Figure 1. PDN straps and rails.
Scale bar: 20 um. Pins as bars on the die edge.
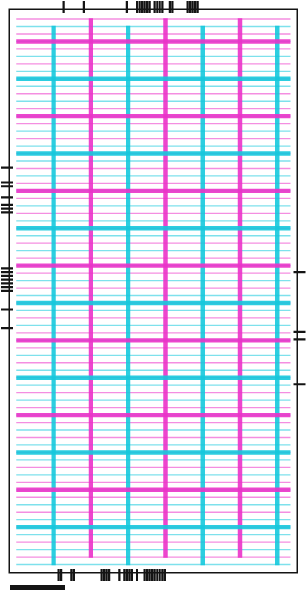
Figure 2. Placement by cell class.
Scale bar: 20 um.
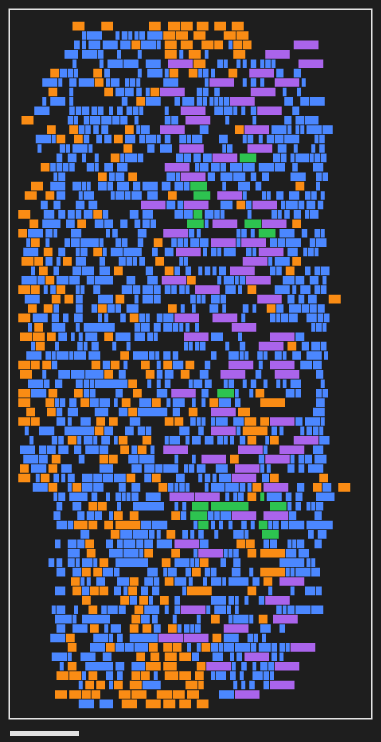
Figure 3. Clock distribution.
Scale bar: 20 um.
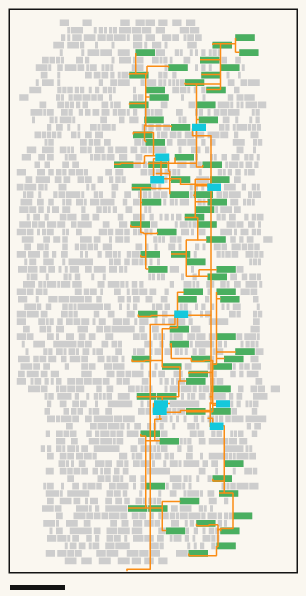
Figure 4. Metal layers overlaid.
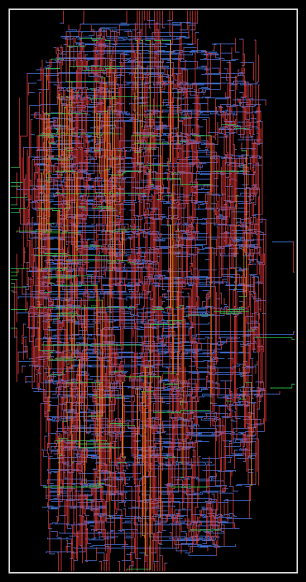
Figure 5. Congestion heat map.
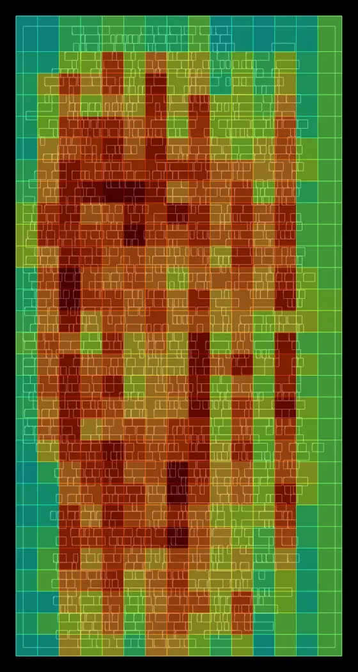
==> src/rtl/cr16_alu_defs.sv <==
// Shared definitions for the CR16 multi-cycle ALU: opcodes, FSM states, status bits.
package cr16_alu_defs;

    localparam logic [3:0] OP_ADD   = 4'd0;
    localparam logic [3:0] OP_ADDU  = 4'd1;
    localparam logic [3:0] OP_ADDC  = 4'd2;
    localparam logic [3:0] OP_ADDCU = 4'd3;
    localparam logic [3:0] OP_SUB   = 4'd4;
    localparam logic [3:0] OP_CMP   = 4'd5;
    localparam logic [3:0] OP_SUBU  = 4'd6;
    localparam logic [3:0] OP_AND   = 4'd7;
    localparam logic [3:0] OP_OR    = 4'd8;
    localparam logic [3:0] OP_XOR   = 4'd9;
    localparam logic [3:0] OP_NOT   = 4'd10;
    localparam logic [3:0] OP_LSH   = 4'd11;
    localparam logic [3:0] OP_RSH   = 4'd12;
    localparam logic [3:0] OP_ALSH  = 4'd13;
    localparam logic [3:0] OP_ARSH  = 4'd14;
    localparam logic [3:0] OP_MUL   = 4'd15;

    typedef enum logic [1:0] {
        ST_IDLE  = 2'd0,
        ST_SHIFT = 2'd1,
        ST_MUL   = 2'd2
    } state_e;

    // Bit positions inside the 5-bit status word {N, Z, F, L, C}
    localparam int STAT_N = 4;
    localparam int STAT_Z = 3;
    localparam int STAT_F = 2;
    localparam int STAT_L = 1;
    localparam int STAT_C = 0;

    function automatic logic is_shift_op(input logic [3:0] op);
        return (op >= OP_LSH) && (op <= OP_ARSH);
    endfunction

endpackage

==> src/rtl/cr16_alu_iter.sv <==
// Iterative datapath: one-bit-per-cycle shifter and shift-add multiplier.
// The multiplier keeps the product in {hi_q, lo_q}; lo_q starts as the
// multiplier and doubles as the shift register for shift ops.
module cr16_alu_iter #(
    parameter int P_WIDTH = 16
) (
    input  logic                       clk,
    input  logic                       rst,
    input  logic                       en,
    input  logic                       load,
    input  logic                       load_mul,
    input  logic                       load_left,
    input  logic                       load_arith,
    input  logic [$clog2(P_WIDTH):0]   load_cnt,
    input  logic [P_WIDTH-1:0]         a,
    input  logic [P_WIDTH-1:0]         b,
    input  logic                       step,
    input  logic                       is_mul,
    output logic                       last,
    output logic [P_WIDTH-1:0]         res,
    output logic                       hi_nz
);
    localparam int CW = $clog2(P_WIDTH) + 1;

    logic [P_WIDTH-1:0] a_q, hi_q, lo_q, hi_n, lo_n;
    logic [CW-1:0]      cnt_q;
    logic               left_q, arith_q;
    logic [P_WIDTH:0]   sum;

    // Next value of the datapath after one iteration
    always_comb begin
        sum  = {1'b0, hi_q} + (lo_q[0] ? {1'b0, a_q} : '0);
        hi_n = hi_q;
        lo_n = lo_q;
        if (is_mul) begin
            hi_n = sum[P_WIDTH:1];
            lo_n = {sum[0], lo_q[P_WIDTH-1:1]};
        end else if (left_q) begin
            lo_n = {lo_q[P_WIDTH-2:0], 1'b0};
        end else begin
            lo_n = {arith_q & lo_q[P_WIDTH-1], lo_q[P_WIDTH-1:1]};
        end
    end

    assign last  = (cnt_q == CW'(1));
    assign res   = lo_n;
    assign hi_nz = |hi_n;

    // Operand load on accept, one iteration per enabled cycle afterwards
    always_ff @(posedge clk) begin
        if (rst) begin
            a_q     <= '0;
            hi_q    <= '0;
            lo_q    <= '0;
            cnt_q   <= '0;
            left_q  <= 1'b0;
            arith_q <= 1'b0;
        end else if (en) begin
            if (load) begin
                a_q     <= a;
                hi_q    <= '0;
                lo_q    <= load_mul ? b : a;
                cnt_q   <= load_cnt;
                left_q  <= load_left;
                arith_q <= load_arith;
            end else if (step) begin
                hi_q  <= hi_n;
                lo_q  <= lo_n;
                cnt_q <= cnt_q - CW'(1);
            end
        end
    end

endmodule

==> src/rtl/cr16_alu_mc.sv <==
// CR16 ALU: single-cycle arithmetic/logic plus iterative shifts and multiply.
module cr16_alu_mc
    import cr16_alu_defs::*;
#(
    parameter int P_WIDTH  = 16,
    parameter int P_MUL_EN = 1
) (
    input  logic               I_CLK,
    input  logic               I_RESET,
    input  logic               I_ENABLE,
    input  logic               I_VALID,
    input  logic [3:0]         I_OPCODE,
    input  logic [P_WIDTH-1:0] I_A,
    input  logic [P_WIDTH-1:0] I_B,
    output logic               O_READY,
    output logic               O_VALID,
    output logic [P_WIDTH-1:0] O_C,
    output logic [4:0]         O_STATUS
);
    localparam int AW = $clog2(P_WIDTH) + 1;
    localparam int M  = P_WIDTH - 1;

    state_e             state_q, state_n;
    logic               accept, go_shift, go_mul, fin;
    logic [AW-1:0]      amt, s_amt;
    logic               iter_last, iter_hi_nz;
    logic [P_WIDTH-1:0] iter_res;
    logic [P_WIDTH:0]   sum, dif;
    logic               cin, add_ovf, sub_ovf, wr_c;
    logic [P_WIDTH-1:0] sc_res;
    logic [4:0]         sc_status, fin_status;

    // Shift amounts past the width saturate: everything is fill by then
    assign amt   = I_B[AW-1:0];
    assign s_amt = (amt > AW'(P_WIDTH)) ? AW'(P_WIDTH) : amt;

    // FSM state register; I_ENABLE low freezes it
    always_ff @(posedge I_CLK) begin
        if (I_RESET)       state_q <= ST_IDLE;
        else if (I_ENABLE) state_q <= state_n;
    end

    // Next state, handshake and iteration control
    always_comb begin
        state_n  = state_q;
        O_READY  = 1'b0;
        accept   = 1'b0;
        go_shift = 1'b0;
        go_mul   = 1'b0;
        fin      = 1'b0;
        case (state_q)
            ST_IDLE: begin
                O_READY = I_ENABLE;
                accept  = I_ENABLE & I_VALID;
                if (accept && is_shift_op(I_OPCODE) && (s_amt != '0)) begin
                    go_shift = 1'b1;
                    state_n  = ST_SHIFT;
                end else if (accept && (I_OPCODE == OP_MUL) && (P_MUL_EN != 0)) begin
                    go_mul  = 1'b1;
                    state_n = ST_MUL;
                end
            end
            ST_SHIFT, ST_MUL: begin
                if (I_ENABLE && iter_last) begin
                    fin     = 1'b1;
                    state_n = ST_IDLE;
                end
            end
            default: state_n = ST_IDLE;
        endcase
    end

    cr16_alu_iter #(.P_WIDTH(P_WIDTH)) u_iter (
        .clk        (I_CLK),
        .rst        (I_RESET),
        .en         (I_ENABLE),
        .load       (go_shift | go_mul),
        .load_mul   (go_mul),
        .load_left  ((I_OPCODE == OP_LSH) || (I_OPCODE == OP_ALSH)),
        .load_arith (I_OPCODE == OP_ARSH),
        .load_cnt   (go_mul ? AW'(P_WIDTH) : s_amt),
        .a          (I_A),
        .b          (I_B),
        .step       (state_q != ST_IDLE),
        .is_mul     (state_q == ST_MUL),
        .last       (iter_last),
        .res        (iter_res),
        .hi_nz      (iter_hi_nz)
    );

    // Single-cycle result and flags; CMP only updates flags
    always_comb begin
        cin       = ((I_OPCODE == OP_ADDC) || (I_OPCODE == OP_ADDCU)) ? O_STATUS[STAT_C] : 1'b0;
        sum       = {1'b0, I_A} + {1'b0, I_B} + (P_WIDTH+1)'(cin);
        dif       = {1'b0, I_A} - {1'b0, I_B};
        add_ovf   = (I_A[M] == I_B[M]) && (sum[M] != I_A[M]);
        sub_ovf   = (I_A[M] != I_B[M]) && (dif[M] != I_A[M]);
        sc_res    = '0;
        sc_status = '0;
        wr_c      = 1'b1;
        case (I_OPCODE)
            OP_ADD, OP_ADDC: begin
                sc_res            = sum[M:0];
                sc_status[STAT_N] = sum[M];
                sc_status[STAT_F] = add_ovf;
                sc_status[STAT_C] = sum[P_WIDTH];
            end
            OP_ADDU, OP_ADDCU: begin
                sc_res            = sum[M:0];
                sc_status[STAT_C] = sum[P_WIDTH];
            end
            OP_SUB, OP_CMP: begin
                sc_res            = dif[M:0];
                sc_status[STAT_N] = dif[M];
                sc_status[STAT_F] = sub_ovf;
                sc_status[STAT_L] = I_B < I_A;
                sc_status[STAT_C] = dif[P_WIDTH];
                wr_c              = (I_OPCODE != OP_CMP);
            end
            OP_SUBU: begin
                sc_res            = dif[M:0];
                sc_status[STAT_L] = I_B < I_A;
                sc_status[STAT_C] = dif[P_WIDTH];
            end
            OP_AND: sc_res = I_A & I_B;
            OP_OR:  sc_res = I_A | I_B;
            OP_XOR: sc_res = I_A ^ I_B;
            OP_NOT: sc_res = ~I_A;
            OP_LSH, OP_RSH, OP_ALSH, OP_ARSH: sc_res = I_A;
            OP_MUL: sc_res = '0;
            default: sc_res = '0;
        endcase
        if (I_OPCODE inside {OP_AND, OP_OR, OP_XOR, OP_NOT, OP_LSH, OP_RSH, OP_ALSH, OP_ARSH})
            sc_status[STAT_N] = sc_res[M];
        sc_status[STAT_Z] = (I_OPCODE == OP_CMP) ? (I_A == I_B) : (sc_res == '0);

        fin_status         = '0;
        fin_status[STAT_N] = (state_q == ST_SHIFT) & iter_res[M];
        fin_status[STAT_Z] = (iter_res == '0);
        fin_status[STAT_C] = (state_q == ST_MUL) & iter_hi_nz;
    end

    // Result/status registers and the one-cycle completion pulse
    always_ff @(posedge I_CLK) begin
        if (I_RESET) begin
            O_C      <= '0;
            O_STATUS <= '0;
            O_VALID  <= 1'b0;
        end else begin
            O_VALID <= 1'b0;
            if (fin) begin
                O_C      <= iter_res;
                O_STATUS <= fin_status;
                O_VALID  <= 1'b1;
            end else if (accept && !go_shift && !go_mul) begin
                if (wr_c) O_C <= sc_res;
                O_STATUS <= sc_status;
                O_VALID  <= 1'b1;
            end
        end
    end

endmodule

==> config.mk <==
export PLATFORM = sky130hd
export DESIGN_NAME = cr16_alu_mc
export DESIGN_NICKNAME = d
export VERILOG_FILES = /design/src/rtl/cr16_alu_defs.sv /design/src/rtl/cr16_alu_iter.sv /design/src/rtl/cr16_alu_mc.sv
export SDC_FILE = /design/constraint.sdc
export NUM_CORES = 1
export LEC_CHECK = 0
export CORE_ASPECT_RATIO = 2
export CORE_MARGIN = 2
export CORE_UTILIZATION = 40
export CTS_BUF_LIST = sky130_fd_sc_hd__clkbuf_8
export CTS_CLUSTER_DIAMETER = 200
export DETAILED_ROUTE_END_ITERATION = 7
export GPL_ROUTABILITY_DRIVEN = 0
export SLEW_MARGIN = 20
export SYNTH_ARGS = -nofsm -noshare
export SYNTH_HDL_FRONTEND = slang
export SYNTH_SLANG_ARGS = --single-unit
==> constraint.sdc <==
create_clock -name I_CLK -period 3.7 [get_ports I_CLK]
set_clock_uncertainty 0.05 [all_clocks]
set_input_delay 0.74 -clock I_CLK [delete_from_list [all_inputs] [get_ports I_CLK]]
set_output_delay 0.74 -clock I_CLK [all_outputs]
set_load 0.1 [all_outputs]
==> notes.md <==
yosys + openroad results -> # rows=73, sequential fraction of the synthesis area=19.66%, layout cells sized above 1=20.72%, RR Startpoint=u_iter.lo_q[0], final setup vio count=0, H-tree depth=3, final setup margin=0.1120 ns, tool warnings=62, invs w/o clock=63, Final Hold Viols=0, Comb area share=57.50%, DRC violations left=0, crit path from=I_A[3], cts bufs inserted=9, minimum clock period=3.588 ns, crit start category=input port, Hold-fix buffers, CTS=0, fraction of area in non-clock buffers=20.36%, seq pwr=898 uW, Clock Path Buffers=2, vias in the first global route=9235, DR WL met2=16970 um, status=complete, no violations, Placed Cells=1573, mapped cell area=8045 um2, HP Start=u_iter.a_q[2], DRT Pass-1 Iters=5, initial drt markers=522, Post-Synth Adder-Cell Area=11.73%, yosys aoi share=29.80%, filler instances=1998, PD cells=256.2 nW/um2, max-slew violation count=0, crit-path leading delay family=simple AND/OR/NAND/NOR gates, Pleak=0.004595 uW, DP Worst Slack=-0.3827 ns
About Figure 1:
legend:
  cyan:
    net: VSS
  magenta:
    net: VDD
met1 rails: 74
met4 straps: 7
signal pins: 63
rows: 73
die width: 104.3 um
VDD IR max: 0.0002180 V
total core area: 19820 um2
Die H: 204.6 um

About Figure 2:
legend:
  orange:
    class: remaining buffers and delay cells
    cells: 256
    share_of_their_area: 21%
  green:
    class: clock drivers and dummy loads
    cells: 16
    share_of_their_area: 2.0%
  blue:
    class: remaining logic cells
    cells: 981
    share_of_their_area: 62%
  purple:
    class: registers
    cells: 79
    share_of_their_area: 15%

About Figure 3:
legend:
  orange:
    item: clock wires
    length: 1080 um
  cyan:
    item: clock-net drivers
    count: 9
  green:
    item: flip-flops
    count: 79
routed clock nets: 10

About Figure 4:
legend:
  green:
    layer: M3
    wire_length: 1090 um
  orange:
    layer: M4
    wire_length: 2600 um
  blue:
    layer: M1
    wire_length: 11000 um
  red:
    layer: M2
    wire_length: 17000 um

About Figure 5:
met2 Track Usage GR: 56.28%
GR peak layer: met2
Tot GR Track Use: 29.21%

==> state kept, by name, summed over array words and instances, names as in the netlist <==
signal and cells:
u_iter.a_q 16, O_STATUS 5, u_iter.left_q 1, u_iter.arith_q 1, O_VALID 1, u_iter.lo_q 16
u_iter.cnt_q 5, u_iter.hi_q 16, state_q 2, O_C 16
==> worst max path at each step <==
stage / to / slack, ns
6_report: O_STATUS[3] / 0.11
5_1_grt: O_STATUS[3] / -0.02
4_1_cts: O_STATUS[3] / 0.02
3_5_place_dp: O_STATUS[3] / -0.38
3_3_place_gp: O_STATUS[3] / -0.36
2_1_floorplan: O_STATUS[3] / -0.07
==> repair_timing <==
item	in CTS	in global routing
resized	4	37
pin swaps	0	12
buffers inserted	0	5
endpoints found under the hold margin	0	0
setup endpoints to repair	1	13
No activity file was given, so power comes from the tool's default toggle rates.
